--- config.mk ---
export PLATFORM = sky130hd
export DESIGN_NAME = iter_muldiv
export DESIGN_NICKNAME = d
export VERILOG_FILES = /design/src/rtl/iter_muldiv.sv
export SDC_FILE = /design/constraint.sdc
export NUM_CORES = 1
export LEC_CHECK = 0
export ABC_AREA = 1
export CORE_UTILIZATION = 55
export CTS_BUF_LIST = sky130_fd_sc_hd__clkbuf_16
export CTS_CLUSTER_SIZE = 8
export DETAILED_ROUTE_END_ITERATION = 12
export DONT_BUFFER_PORTS = 1
export GPL_ROUTABILITY_DRIVEN = 0
export PLACE_DENSITY = 0.7
export SLEW_MARGIN = 20
export SYNTH_ARGS = -nofsm -noshare
export SYNTH_HDL_FRONTEND = slang
export SYNTH_SLANG_ARGS = --single-unit
--- constraint.sdc ---
create_clock -name clk -period 4.5 [get_ports clk]
set_input_delay 0.9 -clock clk [delete_from_list [all_inputs] [get_ports clk]]
set_output_delay 0.9 -clock clk [all_outputs]
set_load 0.005 [all_outputs]
--- src/rtl/iter_muldiv.sv ---
// Iterative signed/unsigned N x N -> 2N multiply and N / N divide with remainder, one bit per cycle.
// Latency: accept edge, N iteration edges, one fix-up edge; done pulses in the cycle after the fix-up edge.
// Backpressure: start is taken only while busy=0; start during busy is dropped, flush aborts without done.
//
// Ports:
//   clk, reset_n         clock and asynchronous active-low reset
//   start, func, a, b    launch request; func[1]=divide, func[0]=signed operands
//   flush                abort an in-flight operation (no done, outputs keep old values)
//   busy, done           operation in flight / one-cycle result-valid pulse
//   y, yhigh             product low/high half, or quotient/remainder
//   zero, negative, overflow, div_by_zero   result flags, held until the next completion
module iter_muldiv #(
    parameter int N = 16
) (
    input  logic         clk,
    input  logic         reset_n,
    input  logic         start,
    input  logic [1:0]   func,
    input  logic [N-1:0] a,
    input  logic [N-1:0] b,
    input  logic         flush,
    output logic         busy,
    output logic         done,
    output logic [N-1:0] y,
    output logic [N-1:0] yhigh,
    output logic         zero,
    output logic         negative,
    output logic         overflow,
    output logic         div_by_zero
);

    localparam int CW = $clog2(N);
    localparam logic [N-1:0] MOST_NEG = {1'b1, {(N-1){1'b0}}};

    typedef enum logic [1:0] {
        IDLE = 2'd0,
        RUN  = 2'd1,
        FIX  = 2'd2
    } state_t;

    state_t          state;
    state_t          state_nxt;
    logic            accept;
    logic            commit;

    logic [CW-1:0]   cnt;
    logic            op_div;
    logic            op_sgn;
    logic            neg_q;      // sign of product / quotient
    logic            neg_r;      // sign of remainder (dividend sign)
    logic            b_zero;
    logic            div_ovf;
    logic [N-1:0]    a_raw;      // returned unmodified as remainder on divide by zero
    logic [N-1:0]    m;          // multiplicand magnitude (mul) or divisor magnitude (div)
    // Multiply: {partial product high, remaining multiplier bits}.
    // Divide:   {partial remainder, remaining dividend bits / quotient bits}.
    logic [2*N-1:0]  acc;

    // Operand magnitudes at launch
    logic            a_neg;
    logic            b_neg;
    logic [N-1:0]    a_mag;
    logic [N-1:0]    b_mag;

    assign a_neg = func[0] & a[N-1];
    assign b_neg = func[0] & b[N-1];
    assign a_mag = a_neg ? -a : a;
    assign b_mag = b_neg ? -b : b;

    // One iteration of each algorithm
    logic [N:0]      mul_sum;
    logic [2*N-1:0]  mul_nxt;
    logic [N:0]      div_sh;
    logic [N:0]      div_diff;
    logic [2*N-1:0]  div_nxt;

    assign mul_sum  = {1'b0, acc[2*N-1:N]} + (acc[0] ? {1'b0, m} : {(N+1){1'b0}});
    assign mul_nxt  = {mul_sum, acc[N-1:1]};
    assign div_sh   = {acc[2*N-1:N], acc[N-1]};
    assign div_diff = div_sh - {1'b0, m};
    // Borrow out of the N+1-bit subtract means the trial remainder was smaller than the divisor.
    assign div_nxt  = div_diff[N] ? {div_sh[N-1:0],   acc[N-2:0], 1'b0}
                                  : {div_diff[N-1:0], acc[N-2:0], 1'b1};

    // FSM
    always_ff @(posedge clk or negedge reset_n) begin
        if (!reset_n) begin
            state <= IDLE;
        end else begin
            state <= state_nxt;
        end
    end

    always_comb begin
        state_nxt = state;
        accept    = 1'b0;
        commit    = 1'b0;
        case (state)
            IDLE: begin
                if (start && !flush) begin
                    accept    = 1'b1;
                    state_nxt = RUN;
                end
            end
            RUN: begin
                if (flush) begin
                    state_nxt = IDLE;
                end else if (cnt == '0) begin
                    state_nxt = FIX;
                end
            end
            FIX: begin
                state_nxt = IDLE;
                commit    = !flush;
            end
            default: state_nxt = IDLE;
        endcase
    end

    assign busy = (state != IDLE);

    // Sign correction and flags, registered on the fix-up edge
    logic [2*N-1:0]  prod_fix;
    logic [N-1:0]    quo_fix;
    logic [N-1:0]    rem_fix;
    logic [N-1:0]    res_y;
    logic [N-1:0]    res_yh;
    logic            res_z;
    logic            res_n;
    logic            res_o;
    logic            res_d;

    assign prod_fix = neg_q ? -acc : acc;
    assign quo_fix  = neg_q ? -acc[N-1:0] : acc[N-1:0];
    assign rem_fix  = neg_r ? -acc[2*N-1:N] : acc[2*N-1:N];

    always_comb begin
        res_y  = '0;
        res_yh = '0;
        res_z  = 1'b0;
        res_n  = 1'b0;
        res_o  = 1'b0;
        res_d  = 1'b0;
        if (op_div) begin
            if (b_zero) begin
                res_y  = '1;
                res_yh = a_raw;
                res_d  = 1'b1;
            end else begin
                // Most-negative / -1 naturally yields the most-negative quotient and zero remainder.
                res_y  = quo_fix;
                res_yh = rem_fix;
                res_o  = div_ovf;
            end
            res_z = (res_y == '0);
            res_n = res_y[N-1];
        end else begin
            res_y  = prod_fix[N-1:0];
            res_yh = prod_fix[2*N-1:N];
            res_z  = (prod_fix == '0);
            res_n  = prod_fix[2*N-1];
            res_o  = op_sgn ? (res_yh != {N{res_y[N-1]}}) : (res_yh != '0);
        end
    end

    // Datapath and result registers
    always_ff @(posedge clk or negedge reset_n) begin
        if (!reset_n) begin
            cnt         <= '0;
            op_div      <= 1'b0;
            op_sgn      <= 1'b0;
            neg_q       <= 1'b0;
            neg_r       <= 1'b0;
            b_zero      <= 1'b0;
            div_ovf     <= 1'b0;
            a_raw       <= '0;
            m           <= '0;
            acc         <= '0;
            done        <= 1'b0;
            y           <= '0;
            yhigh       <= '0;
            zero        <= 1'b0;
            negative    <= 1'b0;
            overflow    <= 1'b0;
            div_by_zero <= 1'b0;
        end else begin
            done <= commit;
            if (accept) begin
                cnt     <= CW'(N-1);
                op_div  <= func[1];
                op_sgn  <= func[0];
                neg_q   <= a_neg ^ b_neg;
                neg_r   <= a_neg;
                b_zero  <= (b == '0);
                div_ovf <= func[0] && (a == MOST_NEG) && (b == '1);
                a_raw   <= a;
                m       <= func[1] ? b_mag : a_mag;
                acc     <= func[1] ? {{N{1'b0}}, a_mag} : {{N{1'b0}}, b_mag};
            end else if (state == RUN && !flush) begin
                acc <= op_div ? div_nxt : mul_nxt;
                if (cnt != '0) begin
                    cnt <= cnt - CW'(1);
                end
            end
            if (commit) begin
                y           <= res_y;
                yhigh       <= res_yh;
                zero        <= res_z;
                negative    <= res_n;
                overflow    <= res_o;
                div_by_zero <= res_d;
            end
        end
    end

endmodule

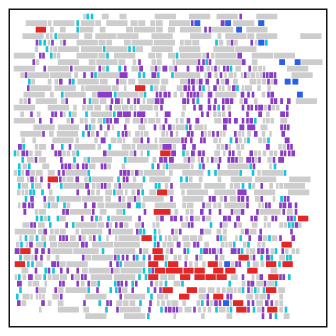
gates.png
- nand cells: purple (cells 466; most used nand2_1; where spread over the die)
- non-inverting ao/oa cells: blue (cells 12; most used o21a_1)
- inv cells: cyan (cells 181; most used inv_1; where spread over the die)
- fa/ha/maj cells: red (cells 40; most used ha_1)

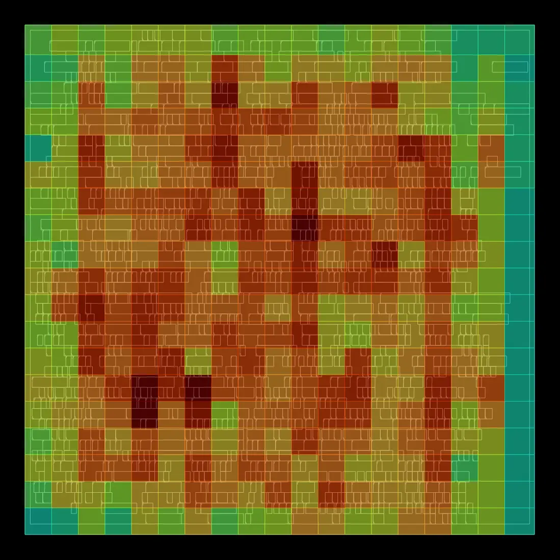
congestion_map.png
met3 Use GR: 9.77%
Most Crowded Layer GR: met2
mean routed wirelength per cell: 19.0 um

registers in the layout (all words and copies together) (netlist names):
name	cells
zero	1
y	16
m	16
op_div	1
div_by_zero	1
neg_q	1
acc	32
overflow	1
op_sgn	1
state	2
b_zero	1
neg_r	1
negative	1
yhigh	16
done	1
cnt	4
a_raw	16
div_ovf	1
layer usage:
metal	vias up	GRT usage (%)	share of wire, %
li1	4462	-	-
met1	4375	46.2	41
met2	457	56.8	45
met3	87	9.77	8.9
met4	2	16.1	4.2
met5	-	0	0.040
through the flow:
stage / instances / util (%)
after floorplan: 1362 / -
after global placement: 1547 / 57.1
after detailed placement: 1547 / 57.1
after CTS: 1578 / 61.0
after global routing: 1578 / 61.0
final: 1578 / 61.0
==> impl_metrics.csv <==
group,metric,value,unit
floorplan,core-area,0.0165,mm2
finish,logic_area,0.00557,mm2
yosys,synth.distinct_cells,51,
timing,hold_slack,179,ps
worst_setup_path,cp.arrival,3180,ps
yosys,syn_avg_cell_area,6.82,um2
yosys,synthMuxAreaShare,0,%
timing,setup-tns-final,0,ps
yosys,top_cells_by_count,"nand2_1, inv_1, o21ai_0",
worst_setup_path,cpMaxStageDelayCell,"nor3_4",
clock_tree,postCtsResizedCells,0,
yosys,synthArstFlopShare,100,%
drt,antenna_left,0,
pwr,p_clk_share,20.4,%
finish,comb_area_share,55.3,%
pwr,pwr.group.clock,1.49,mW
pwr,power_frac_comb,52.9,%
pwr,ir_worst_vdd,0.341,mV
drt,drcViolationCount,0,
worst_setup_path,r2r-start,"state[0]",
grt,overflow,0,
finish,seq_cell_count,113,
worst_setup_path,path_buffers,4,
finish,logic_gate_count,1023,
placement,pre_cts_slack,1330,ps
worst_setup_path,path_delay_family,"simple AND/OR/NAND/NOR gates",
pwr,powerComb,3.87,mW
clock_tree,insertion_delay,430,ps
yosys,top_area_share,30.5,%
clock_tree,cts_root_buf,"clkbuf_16",
yosys,flop_cell,"dfrtp_1",
finish,largestClassByArea,"logic gates",
timing,hold_viol,0,
grt,antenna_found_initial,1,
timing,setup_viol,0,
finish,non_clock_buffer_area_share,0.745,%
worst_setup_path,crit_chain,"nor2_1 -> inv_1 -> nor3_4 -> nor2_1 -> inv_1 -> buf_4 -> nand3_1 -> o22ai_1 -> inv_1",
pwr,p_leak,4.83,nW
clock_tree,cts.htree.levels,4,
yosys,adder_share,5.55,%
yosys,synth_seq_share,30.5,%
timing,rsz0062_at_grt,"false",
timing,drv_slew,0,
pwr,p_seq_share,26.7,%
finish,clk_share,6.35,%
finish,seq_share,28.1,%
timing,skew,10.9,ps
grt,grt_max_degree,114,
yosys,syn_inst,1362,
finish,stdcell_area,0.0101,mm2
finish,fill_cells,1561,
status,run_status,"finished clean",
finish,num-nonclk-inverters,181,
clock_tree,postCtsHoldBufs,0,
timing,period_used_share,63.8,%
drt,drtIter0Drc,1018,
clock_tree,cts.sinks,113,
timing,max_slew_margin,33.5,%
placement,hpwl,23100,um
yosys,edf_count,0,
clock_tree,cts_tree,"done",
finish,mostFrequentLayoutCells,"nand2_1, inv_1, o21ai_0",
yosys,ys_warn_count,0,
clock_tree,path_clk_slew,60,ps
timing,tightest_slew,994,ps
placement,numPortBuffers,0,
finish,regArea,0.00283,mm2
floorplan,row_count,47,
floorplan,core_util_floorplan,56.2,%
worst_setup_path,reg2reg_slack,1630,ps
yosys,ys_cells,1362,
grt,grt_first_pass_wirelength,48000,um
flow_run,tool_warnings,29,
yosys,syn_nets,1440,
worst_setup_path,reg2reg_depth,9,
flow_run,cap_viol_max_count,0,
worst_setup_path,crit_type,"reg2reg",
floorplan,ios,76,
timing,timing.final.ws_setup,1630,ps
clock_tree,numCtsBuffers,17,
drt,vias,9383,
clock_tree,postCtsSetupRepairBufs,0,
finish,diodes,0,
pwr,intPower,3.70,mW
Power and IR drop assume default switching activity.
